==> config.mk <==
export PLATFORM = sky130hd
export DESIGN_NAME = uart_rx
export DESIGN_NICKNAME = d
export VERILOG_FILES = /design/src/rtl/uart_pkg.sv /design/src/rtl/sync_2ff.sv /design/src/rtl/uart_rx.sv
export SDC_FILE = /design/constraint.sdc
export NUM_CORES = 1
export LEC_CHECK = 0
export CAP_MARGIN = 20
export CORE_ASPECT_RATIO = 2
export CORE_UTILIZATION = 60
export CTS_CLUSTER_SIZE = 10
export DETAILED_ROUTE_END_ITERATION = 12
export GPL_ROUTABILITY_DRIVEN = 0
export PLACE_DENSITY = 0.82
export SLEW_MARGIN = 15
export SYNTH_ARGS = -nofsm -noshare
export SYNTH_HDL_FRONTEND = slang
export SYNTH_SLANG_ARGS = --single-unit
==> constraint.sdc <==
create_clock -name clk -period 3.8 [get_ports clk]
set_input_delay 0.95 -clock clk [delete_from_list [all_inputs] [get_ports clk]]
set_output_delay 0.95 -clock clk [all_outputs]
set_load 0.1 [all_outputs]
Figure 1. Metal 1 (run 1).
Scale: 10 px per um. Supply wires on this layer in gray. Cells faint in the background.
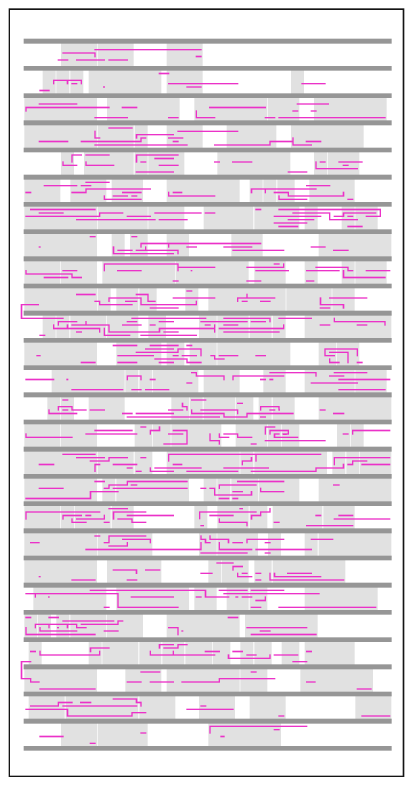
The wires run mostly horizontal. The layer carries 1170 um of wire. The longest straight run is 15.2 um.
vias: 1242
total routed wirelength: 3120 um
grt met1 use: 0.233

Figure 2. Track usage over the die (run 1).
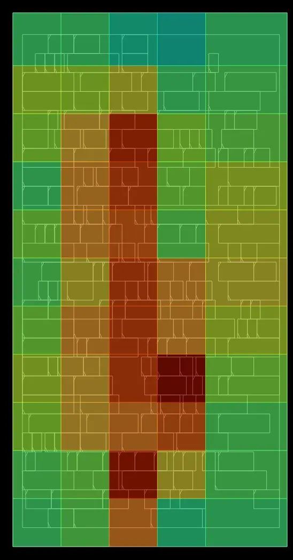
final core occ: 0.736
met2 Resource Use GR: 0.413

Figure 3. Sequential cells grouped by signal name (run 1).
Scale: 8 px per um. Other sequential cells in the stronger gray, the rest of the logic in the fainter gray.
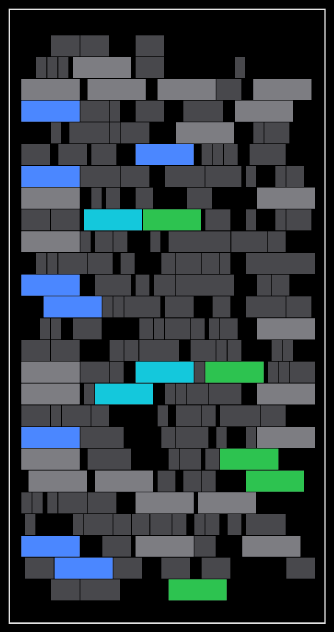
Key: data = blue [flops 8]; bit_idx_reg = cyan [flops 3]; state_reg = green [flops 5]
Another 22 sequential cells are not colored.
Sequential Power: 0.405 mW
register area: 761 um2

Figure 4. The metal 4 layer (run 1).
Scale: 8 px per um. Supply wires on this layer in gray.
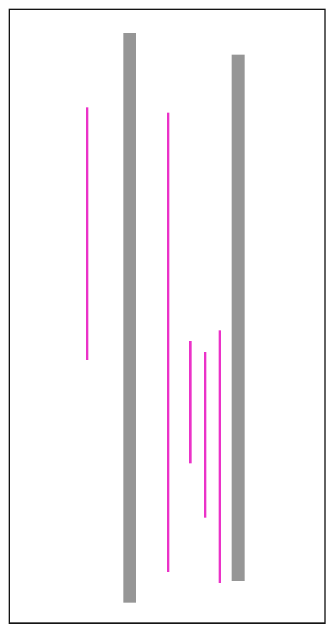
5 nets have wire on it. The layer carries 155 um of wire.

==> impl_metrics.json, run 1 <==
{
  "run_status": "complete, no violations",
  "worst_pin_slew_ns": 0.972,
  "min_delay_path_depth": 1,
  "dieHeight_um": 76.6,
  "postRouteAntennaNets": 0,
  "post_cts_buffers": 0,
  "cts_tree": "done",
  "final_nets": 194,
  "synthesis.area_um2": 1670,
  "power_density_nw_per_um2": 388,
  "logic_gate_count": 123,
  "netlist_instances": 174,
  "p_seq_frac": 0.545,
  "edf_count": 0,
  "start_kind": "flop",
  "fp_nets": 182,
  "clkbuf_count": 8,
  "overflow": 0,
  "setup_viol": 0,
  "cts-root-buf": "clkbuf_8",
  "required_ns": 2.85,
  "setup_tns_ns": 0,
  "hold_violations": 0,
  "h-tree-depth": 2,
  "crit_path_top_delay_cell": "clkdlybuf4s50_1",
  "skew_ns": 0.00528,
  "max_cap_violations": 0,
  "vias_per_cell": 5.78,
  "yosys.area.top_type_share": 0.456,
  "warnings": 28,
  "final-nonclk-buf-share": 0.0719,
  "clock_power_share": 0.427,
  "cts.clk_slew.worst_paths_ns": 0.07,
  "crit_fanout": 2,
  "synthXorXnorAreaFrac": 0.0315,
  "hpwl_um": 2320,
  "powerClk_mw": 0.317,
  "synthAdderAreaFrac": 0.0375,
  "comb_area_um2": 856,
  "comb_area_frac": 0.447,
  "aoi_share": 0.0638,
  "ff_count": 38,
  "dieArea_um2": 3010,
  "fmax_mhz": 367,
  "critPathCaptureType": "output pin",
  "yosys_cells": 174,
  "largestClassByArea": "logic gates",
  "grt_max_degree": 28,
  "die_x_um": 39.3,
  "yosysChipArea_um2": 1670,
  "cp.arrival_ns": 1.77,
  "area_delta_synth_final_pct": 14.8,
  "tap_cells": 28,
  "p_leak_nw": 0.751,
  "rr_worst_depth": 7,
  "hold_buffers": 0,
  "synth_area_per_cell_um2": 9.59,
  "antenna_found_initial": 0,
  "power_leader": "sequential cells",
  "power.internal_mw": 0.593,
  "grt_pass1_wl_um": 5160
}
==> run 2: changes to the inputs <==
--- a/config.mk
+++ b/config.mk
@@ -7,11 +7,11 @@
 export LEC_CHECK = 0
 export CAP_MARGIN = 20
 export CORE_ASPECT_RATIO = 2
-export CORE_UTILIZATION = 60
+export CORE_UTILIZATION = 51
 export CTS_CLUSTER_SIZE = 10
 export DETAILED_ROUTE_END_ITERATION = 12
 export GPL_ROUTABILITY_DRIVEN = 0
-export PLACE_DENSITY = 0.82
+export PLACE_DENSITY = 0.74
 export SLEW_MARGIN = 15
 export SYNTH_ARGS = -nofsm -noshare
 export SYNTH_HDL_FRONTEND = slang
==> constraint.sdc (replaced) <==
create_clock -name clk -period 2.5 [get_ports clk]
set_input_delay 0.625 -clock clk [delete_from_list [all_inputs] [get_ports clk]]
set_output_delay 0.625 -clock clk [all_outputs]
set_load 0.1 [all_outputs]
Figure 5. Metal 1 (run 2).
Scale: 10 px per um. Supply wires on this layer in gray. Cells faint in the background.
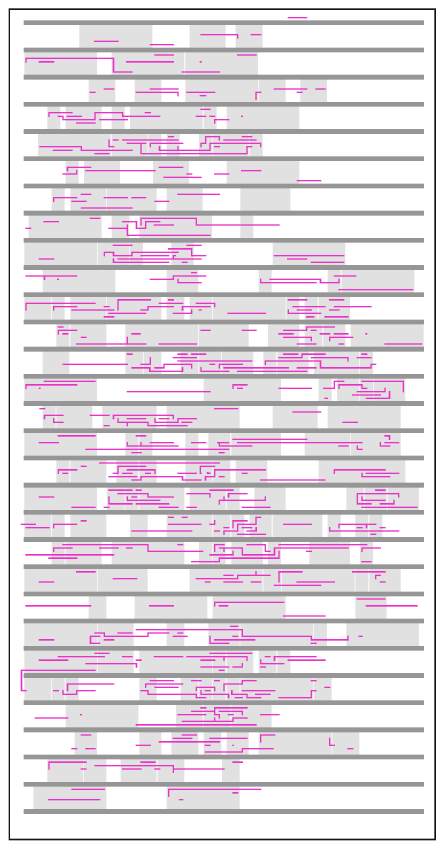
The longest straight run is 14.3 um. The wires run mostly horizontal. The layer holds 39% of the routed length. 178 nets have wire on it. The layer carries 1190 um of wire.
total routed wirelength: 3020 um
vias: 1249
grt met1 use: 0.183

==> run 2 against run 1 <==
- combinational power up 59%
- routed wire length down 3.3%
- hold slack about the same
- synthesized cell count unchanged
==> impl_metrics.json, run 2 <==
{
  "sequentialPower_mw": 0.615,
  "gr-usage-met3": 0.0413,
  "power_leader": "sequential cells",
  "vias_per_cell": 5.73,
  "hold_buffers": 0,
  "holdCritPathClass": "flop to flop",
  "post_cts_buffers": 0,
  "edf_count": 0,
  "synth_seq_share": 0.456,
  "cts_tree": "done",
  "ioPinCount": 14,
  "grt_max_degree": 27,
  "clock_power_share": 0.395,
  "most-common-layout-cells": "dfxtp_1, nor2_1, mux2i_1",
  "synthAdderAreaFrac": 0.0375,
  "setup_tns_ns": 0,
  "skew_ns": 0.00989,
  "min_delay_path_depth": 1,
  "postRouteAntennaNets": 0,
  "aoi_share": 0.0638,
  "comb_area_frac": 0.457,
  "yosysTopAreaCell": "dfxtp_1",
  "fin_ws_ns": 0.525,
  "dr.max_layer_used": "met4",
  "logic_gate_count": 123,
  "setup_viol": 0,
  "cts-root-buf": "clkbuf_8",
  "crit_path_top_delay_cell": "dfxtp_1",
  "crit_fanout": 9,
  "grt_util_met2": 0.354,
  "drt_first_pass_iters": 4,
  "max_cap_violations": 0,
  "yosysChipArea_um2": 1670,
  "ff_count": 38,
  "yosys_cells": 174,
  "run_status": "complete, no violations",
  "final-nonclk-buf-share": 0.0588,
  "start_kind": "flop",
  "synth_area_per_cell_um2": 9.59,
  "tap_cells": 31,
  "yosys.cell_types.count": 40,
  "die_x_um": 42.4,
  "required_ns": 2.66,
  "dieArea_um2": 3520,
  "ff_latch_area_um2": 761,
  "power.internal_mw": 0.845,
  "critPathCaptureType": "flop",
  "worst_pin_slew_ns": 0.585,
  "largestClassByArea": "logic gates",
  "p_seq_frac": 0.573,
  "p_leak_nw": 0.765,
  "final_util": 0.593,
  "yosys.area.top_type_share": 0.456,
  "warnings": 28,
  "rr_worst_depth": 7,
  "cts.clk_slew.worst_paths_ns": 0.07,
  "area_delta_synth_final_pct": 12.2,
  "fmax_mhz": 506,
  "hold_violations": 0,
  "clock_latency_ns": 0.28,
  "synthesis.area_um2": 1670,
  "dieHeight_um": 82.9,
  "antenna_found_initial": 0,
  "synthXorXnorAreaFrac": 0.0315,
  "power_density_nw_per_um2": 573,
  "powerComb_mw": 0.0338,
  "p_sw_frac": 0.212,
  "clkbuf_count": 7,
  "grt_pass1_wl_um": 5240,
  "fp_nets": 182,
  "fp_util": 0.528,
  "netlist_instances": 174,
  "comb_area_um2": 856,
  "h-tree-depth": 2,
  "overflow": 0,
  "hpwl_um": 2220,
  "powerClk_mw": 0.423,
  "critical-path-max-stage-delay_ns": 0.42,
  "yosys_warnings": 0,
  "cp.arrival_ns": 2.14,
  "final_nets": 194
}
Figure 6. Metal layers overlaid (run 2).
Scale: 8 px per um. Only two layers are drawn.
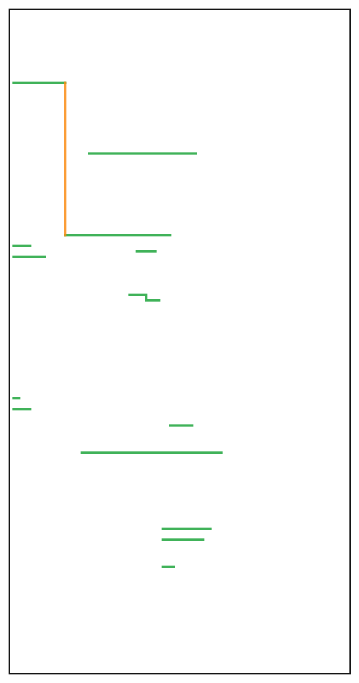
Key: metal 3 = green [wire length 81.0 um]; metal 4 = orange [wire length 19.0 um]
routed len/inst: 13.8 um
Total GRT Usage: 0.188

Power figures rest on the tool's default switching activity, not on a simulated workload.
